### Port wiring

The bar under the picture is 20 um long.
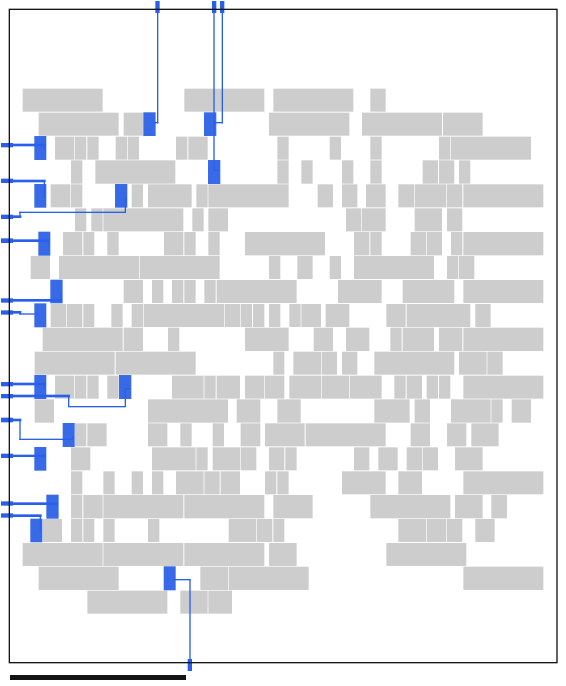
### Supply network

The bar under the picture is 20 um long. Pins as bars on the die edge. Tap cells in gray.
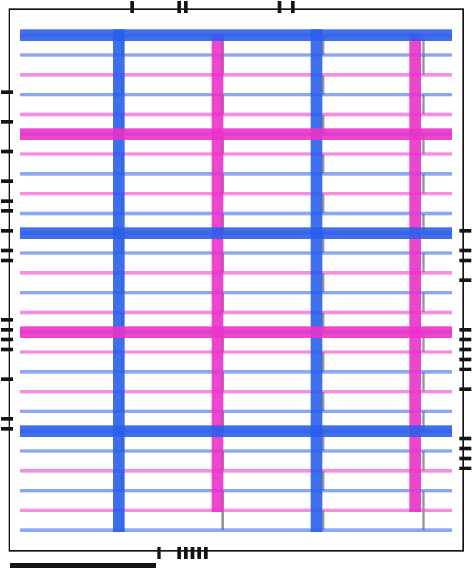
### Routed metal per tile

12 x 15 tiles, from dark blue (low) to red (high), scaled to the fullest tile. Values are wire area over tile area, all layers added.
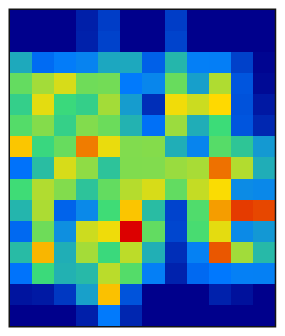
### Placed cells, one color a class

Fill, decap, tap and diode cells in gray.
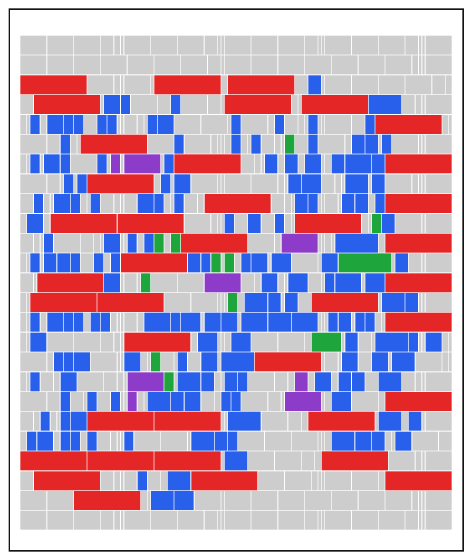
### src/rtl/bitstream_pkg.sv
// Shared definitions for the bit-stream source and sink: FSM state
// encoding, default packet length and a length-saturation helper.
package bitstream_pkg;

  localparam int DEFAULT_MAX_LEN = 16;
  localparam int GAP_W           = 4;

  typedef enum logic [1:0] {
    IDLE = 2'd0,
    SEND = 2'd1,
    GAP  = 2'd2
  } state_t;

  // Clamp a requested length to the largest packet the source can hold.
  function automatic int sat_len(input int len, input int max_len);
    return (len > max_len) ? max_len : len;
  endfunction

endpackage

### src/rtl/bit_packet_source_if.sv
// Load/stream bundle between a bit_packet_source and its neighbours.
// Handshake: a beat transfers on a rising edge where o_valid=1 and
// o_ready=1; once o_valid rises it stays high, with outp/o_sop/o_eop
// stable, until the beat transfers, and it never drops mid-packet.
interface bit_packet_source_if #(
  parameter int MAX_LEN = bitstream_pkg::DEFAULT_MAX_LEN
) ();

  localparam int LW = $clog2(MAX_LEN + 1);

  logic               i_load;
  logic [MAX_LEN-1:0] i_data;
  logic [LW-1:0]      i_len;
  logic               o_ready;
  logic               o_busy;
  logic               o_valid;
  logic               o_sop;
  logic               o_eop;
  logic               outp;
  logic               o_pkt_done;
  logic [7:0]         o_pkt_cnt;

  modport master (
    input  i_load, i_data, i_len, o_ready,
    output o_busy, o_valid, o_sop, o_eop, outp, o_pkt_done, o_pkt_cnt
  );

  modport slave (
    output i_load, i_data, i_len, o_ready,
    input  o_busy, o_valid, o_sop, o_eop, outp, o_pkt_done, o_pkt_cnt
  );

endinterface

### src/rtl/bit_serializer.sv
// Parallel-to-serial datapath: captures a word and its length, shifts one
// bit out LSB first on every transfer and flags the first and last beats.
module bit_serializer #(
  parameter int W  = 16,
  parameter int LW = 5
) (
  input  logic          clk,
  input  logic          reset_n,
  input  logic          load,
  input  logic [W-1:0]  load_data,
  input  logic [LW-1:0] load_len,
  input  logic          shift,
  output logic          bit_out,
  output logic          first,
  output logic          last
);

  logic [W-1:0]  shreg;
  logic [LW-1:0] remaining;
  logic          first_q;

  // Load a new word, or advance one bit when the current beat transfers.
  always_ff @(posedge clk or negedge reset_n) begin
    if (!reset_n) begin
      shreg     <= '0;
      remaining <= '0;
      first_q   <= 1'b0;
    end else if (load) begin
      shreg     <= load_data;
      remaining <= load_len;
      first_q   <= 1'b1;
    end else if (shift) begin
      shreg     <= shreg >> 1;
      remaining <= remaining - LW'(1);
      first_q   <= 1'b0;
    end
  end

  assign bit_out = shreg[0];
  assign first   = first_q;
  assign last    = (remaining == LW'(1));

endmodule

### src/rtl/bit_packet_source.sv
// Serial packet source: accepts a word plus length while idle, streams it
// LSB first under valid/ready flow control, then enforces an idle gap.
module bit_packet_source
  import bitstream_pkg::*;
#(
  parameter int MAX_LEN    = DEFAULT_MAX_LEN,
  parameter int GAP_CYCLES = 1
) (
  input  logic                 clk,
  input  logic                 reset_n,
  bit_packet_source_if.master  bus,
  output state_t               dbg_state
);

  localparam int LW = $clog2(MAX_LEN + 1);
  // Gap counter counts down to zero, so it starts one below the gap length.
  localparam logic [GAP_W-1:0] GAP_LOAD =
    GAP_W'((GAP_CYCLES > 0) ? GAP_CYCLES - 1 : 0);

  state_t           state;
  logic             valid_q;
  logic             busy_q;
  logic             done_q;
  logic [7:0]       cnt_q;
  logic [GAP_W-1:0] gap_q;

  logic          accept;
  logic          xfer;
  logic          eop_xfer;
  logic [LW-1:0] eff_len;
  logic          ser_bit;
  logic          ser_first;
  logic          ser_last;

  // Loads are only honoured in IDLE and a zero length is not a packet.
  assign accept   = (state == IDLE) && bus.i_load && (bus.i_len != '0);
  assign xfer     = valid_q && bus.o_ready;
  assign eop_xfer = xfer && ser_last;
  assign eff_len  = LW'(sat_len(int'(bus.i_len), MAX_LEN));

  bit_serializer #(
    .W  (MAX_LEN),
    .LW (LW)
  ) u_ser (
    .clk       (clk),
    .reset_n   (reset_n),
    .load      (accept),
    .load_data (bus.i_data),
    .load_len  (eff_len),
    .shift     (xfer),
    .bit_out   (ser_bit),
    .first     (ser_first),
    .last      (ser_last)
  );

  // Packet sequencing: IDLE -> SEND -> (GAP) -> IDLE, with registered flags.
  always_ff @(posedge clk or negedge reset_n) begin
    if (!reset_n) begin
      state   <= IDLE;
      valid_q <= 1'b0;
      busy_q  <= 1'b0;
      done_q  <= 1'b0;
      cnt_q   <= '0;
      gap_q   <= '0;
    end else begin
      done_q <= 1'b0;
      case (state)
        IDLE: begin
          if (accept) begin
            state   <= SEND;
            valid_q <= 1'b1;
            busy_q  <= 1'b1;
          end
        end
        SEND: begin
          if (eop_xfer) begin
            valid_q <= 1'b0;
            done_q  <= 1'b1;
            cnt_q   <= cnt_q + 8'd1;
            if (GAP_CYCLES == 0) begin
              state  <= IDLE;
              busy_q <= 1'b0;
            end else begin
              state <= GAP;
              gap_q <= GAP_LOAD;
            end
          end
        end
        GAP: begin
          if (gap_q == '0) begin
            state  <= IDLE;
            busy_q <= 1'b0;
          end else begin
            gap_q <= gap_q - GAP_W'(1);
          end
        end
        default: begin
          state   <= IDLE;
          valid_q <= 1'b0;
          busy_q  <= 1'b0;
          done_q  <= 1'b0;
          cnt_q   <= '0;
          gap_q   <= '0;
        end
      endcase
    end
  end

  // Beat qualifiers are forced low whenever no beat is being offered.
  assign bus.o_valid    = valid_q;
  assign bus.o_busy     = busy_q;
  assign bus.o_sop      = valid_q & ser_first;
  assign bus.o_eop      = valid_q & ser_last;
  assign bus.outp       = valid_q & ser_bit;
  assign bus.o_pkt_done = done_q;
  assign bus.o_pkt_cnt  = cnt_q;
  assign dbg_state      = state;

endmodule

### src/flat_wrapper.sv
// flat-port wrapper written by rule: the top's interface ports become plain ports
module bit_packet_source_flat import bitstream_pkg::*;
#(
  parameter int MAX_LEN    = DEFAULT_MAX_LEN,
  parameter int GAP_CYCLES = 1
)
  (clk, reset_n, dbg_state, bus_i_load, bus_i_data, bus_i_len, bus_o_ready, bus_o_busy, bus_o_valid, bus_o_sop, bus_o_eop, bus_outp, bus_o_pkt_done, bus_o_pkt_cnt);
  bit_packet_source_if #(.MAX_LEN(MAX_LEN)) bus_i ();
  input  logic clk;
  input  logic reset_n;
  output state_t dbg_state;
  input wire logic [$bits(bus_i.i_load)-1:0] bus_i_load;
  input wire logic [$bits(bus_i.i_data)-1:0] bus_i_data;
  input wire logic [$bits(bus_i.i_len)-1:0] bus_i_len;
  input wire logic [$bits(bus_i.o_ready)-1:0] bus_o_ready;
  output wire logic [$bits(bus_i.o_busy)-1:0] bus_o_busy;
  output wire logic [$bits(bus_i.o_valid)-1:0] bus_o_valid;
  output wire logic [$bits(bus_i.o_sop)-1:0] bus_o_sop;
  output wire logic [$bits(bus_i.o_eop)-1:0] bus_o_eop;
  output wire logic [$bits(bus_i.outp)-1:0] bus_outp;
  output wire logic [$bits(bus_i.o_pkt_done)-1:0] bus_o_pkt_done;
  output wire logic [$bits(bus_i.o_pkt_cnt)-1:0] bus_o_pkt_cnt;
  assign bus_i.i_load = bus_i_load;
  assign bus_i.i_data = bus_i_data;
  assign bus_i.i_len = bus_i_len;
  assign bus_i.o_ready = bus_o_ready;
  assign bus_o_busy = bus_i.o_busy;
  assign bus_o_valid = bus_i.o_valid;
  assign bus_o_sop = bus_i.o_sop;
  assign bus_o_eop = bus_i.o_eop;
  assign bus_outp = bus_i.outp;
  assign bus_o_pkt_done = bus_i.o_pkt_done;
  assign bus_o_pkt_cnt = bus_i.o_pkt_cnt;
  bit_packet_source #(.MAX_LEN(MAX_LEN), .GAP_CYCLES(GAP_CYCLES)) u_core (.clk(clk), .reset_n(reset_n), .bus(bus_i), .dbg_state(dbg_state));
endmodule
### config.mk
export PLATFORM = sky130hd
export DESIGN_NAME = bit_packet_source_flat
export DESIGN_NICKNAME = d
export VERILOG_FILES = /design/src/rtl/bitstream_pkg.sv /design/src/rtl/bit_packet_source_if.sv /design/src/rtl/bit_serializer.sv /design/src/rtl/bit_packet_source.sv /design/src/flat_wrapper.sv
export SDC_FILE = /design/constraint.sdc
export NUM_CORES = 1
export LEC_CHECK = 0
export CAP_MARGIN = 10
export CORE_ASPECT_RATIO = 1.2
export CORE_UTILIZATION = 45
export DETAILED_ROUTE_END_ITERATION = 7
export DONT_BUFFER_PORTS = 1
export GPL_TIMING_DRIVEN = 0
export PLACE_DENSITY = 0.71
export SYNTH_ARGS = -nofsm -noshare
export SYNTH_HDL_FRONTEND = slang
export SYNTH_SLANG_ARGS = --single-unit
### constraint.sdc
create_clock -name clk -period 3.51 [get_ports clk]
set_input_delay 0.5265 -clock clk [delete_from_list [all_inputs] [get_ports clk]]
set_output_delay 0.5265 -clock clk [all_outputs]
set_load 0.02 [all_outputs]
==> results_slide.txt <==
Physical Implementation Snapshot

Outcome
  – Result of the run: completed

GRT
  – Number of antenna violations at the first check in global routing: 0
  – Met3 demand-to-capacity share in global routing: 0.0583
  – Maximum number of pins on one net before global-route repair: 40
  – First-pass GRT wire length: 6930 um
  – Met2 global-route usage: 0.327
  – M1 GR Usage: 0.238
  – Busiest layer in global routing: met2

Logic synthesis
  – Most popular library cell in the synthesized design by count: nand2_1
  – Fraction of post-synthesis cell area in the top cell type by area: 0.499
  – Post-synthesis cell count from yosys: 218
  – Sequential fraction of the synthesis area: 0.499
  – Adder Share, Synth: 0.0256
  – Synth cell count leaders: nand2_1 (46), dfrtp_1 (39), nor2_1 (19), a31oi_1 (16), o21ai_0 (12)
  – Yosys cell types: 40
  – Synth area leader: dfrtp_1
  – Per-instance average area after synthesis: 8.97 sq um
  – Simple Share, Synth: 0.244
  – Mux contribution to synthesized area: 0.00512
  – Comb area leader: simple AND/OR/NAND/NOR gates
  – Dominant register cell: dfrtp_1
  – Number of enable-type register cells in the synthesized netlist: 0
  – Area of the synthesized netlist per yosys stat: 1950 sq um

Timing
  – Min Clock Period, post-route: 2.10 ns
  – Number of max-slew violations in the final report: 0
  – Period Utilization, post-route: 0.599
  – Max-slew headroom: 0.519
  – Total setup violations reported at the end of the flow: 0
  – Maximum clock frequency: 476 MHz
  – Final clock skew: 0.00277 ns
  – Setup TNS: 0 ns
  – Unrepaired setup endpoints after global routing: no

Clock network
  – Maximum level of the CTS H-tree: 2
  – CTS clock-pin slew for the worst setup and hold paths: 0.07 ns
  – Post-CTS repair timing setup buffer count: 0
  – Root buffer cell: clkbuf_8
  – Clock Latency Late Sink: 0.29 ns
  – TritonCTS clock tree: yes

Final layout
  – Final core utilization: 0.526
  – Proportion of layout cells with a drive suffix above 1: 0.0529
  – Max FFs per register: 16
  – Diode insertion count for antenna repair: 0
  – Synthesis-to-finish area growth: 8.64%

Place
  – Final weighted congestion of routability-driven global placement: 0.773
  – DP Worst Slack: 1.32 ns
  – Cell area after placement: 2020 sq um
  – Cell count after placement: 272

Worst setup path
  – Critical Path Start Type: flip-flop
  – Max FO, Critical Path: 7
  – Worst r2r dst: u_core.bus.o_pkt_cnt[6]
  – Setup Crit Path Kind: flip-flop to flip-flop
  – Required arrival time at the worst endpoint: 3.74 ns
  – Cell depth of the worst flop-to-flop path: 7
  – Critical path arrival: 2.33 ns
  – Start of the worst register-to-register path: u_core.u_ser.remaining[1]

Die
  – Pre-placement core utilization: 0.484
  – Floorplan die width: 62.2 um
  – Die ar.: 4610 sq um
  – Area of the core region: 4040 sq um

Routing
  – DRC violations left: 0
  – Number of DRC markers in iteration 0: 119
  – Highest routed metal layer: met4
  – Post-route antenna net violation count: 0
  – Total length of routed met2 wires: 1980 um
  – First-pass DRT Iterations: 4
  – Amount of wire on met3 after detailed routing: 213 um

Power and ir drop
  – Sequential Power: 802 uW
  – Fraction of power consumed by sequential logic: 0.479
  – Power attributed to the clock group: 293 uW
  – Proportion of power drawn by combinational gates: 0.346

Flow run
  – Max capacitance violation total: 0
Back to the opening pictures, 'Port wiring':
legend:
  blue:
    port: bus_i_data
    bits: 16
    direction: input
    end_cells: 16
    buffers: 0
    wire: 136 um
I/O pin count: 41
number of port buffers: 0

Back to the opening pictures, 'Supply network':
legend:
  magenta:
    net: VDD
  blue:
    net: VSS
met5 straps: 5
met4 straps: 4
rows: 25
signal pins: 41
tap cells: 54
VDD IR-drop max: 0.367 mV
chip height: 74.2 um

Back to the opening pictures, 'Routed metal per tile':
nearly empty tiles: 18%
emptiest ninth of the die: top right
tiles over half the peak: 36%
Post-Route WL: 4140 um
global router's overall resource usage: 0.194
vias: 1557
average routed wire per standard cell: 14.7 um

Back to the opening pictures, 'Placed cells, one color a class':
legend:
  blue:
    class: remaining logic cells
    cells: 168
    share_of_their_area: 45%
  red:
    class: registers
    cells: 39
    share_of_their_area: 47%
  purple:
    class: clock drivers and dummy loads
    cells: 8
    share_of_their_area: 4.0%
  green:
    class: remaining buffers and delay cells
    cells: 12
    share_of_their_area: 3.3%

[critical path: stages, from the launching register on]
cell and delay (ns):
dfrtp_1 0.39, inv_1 0.08, ha_1 0.15, or4b_1 0.45, or4_1 0.51, buf_6 0.17
nor3_1 0.18, a21o_1 0.10
[layout by cell type (no fill, tap or decap), drive strengths merged, types with 2 or more instances in the layout]
master,count
clkinv,2
buf,2
a21o,2
xnor2,2
clkbuf,17
o21ai,13
nand3,5
nor2,19
a21oi,7
nor3,6
nor3b,3
or4,2
and2,4
nand4,2
ha,4
inv,8
dfrtp,39
a22o,4
a211o,3
or4b,2
and3,3
a31oi,16
nand2,46
nand2b,3
[how the worst max path moves through the flow]
| stage | cells past startpoint | to | slack, ns | from |
|---|---|---|---|---|
| finish | 7 | u_core.bus.o_pkt_cnt[6] | 1.41 | u_core.u_ser.remaining[1] |
| CTS | 6 | u_core.bus.o_pkt_cnt[7] | 1.40 | u_core.dbg_state[0] |
| global route | 6 | u_core.u_ser.shreg[12] | 1.19 | u_core.dbg_state[0] |
| global placement | 5 | u_core.u_ser.shreg[12] | 1.37 | bus_i_len[0] |
| floorplan | 7 | u_core.bus.o_pkt_cnt[7] | 1.53 | u_core.u_ser.remaining[1] |
| detailed placement | 5 | u_core.u_ser.shreg[0] | 1.32 | bus_i_len[0] |
[cell type report]
class                      count  area (sq um)
buffer                        11          48.8
sequential                    39           976
timing repair buffer           1          20.0
clock buffer                   7          76.3
multi-input combinational    159           883
fill                         391          1910
clock inverter                 1          5.00
tap                           54          67.6
inverter                       9          46.3
[repair_timing]
action                    CTS  global route
hold buffers                1             0
hold endpoints to repair   39             0
resized                     0             0
Power figures rest on the tool's default switching activity, not on a simulated workload.
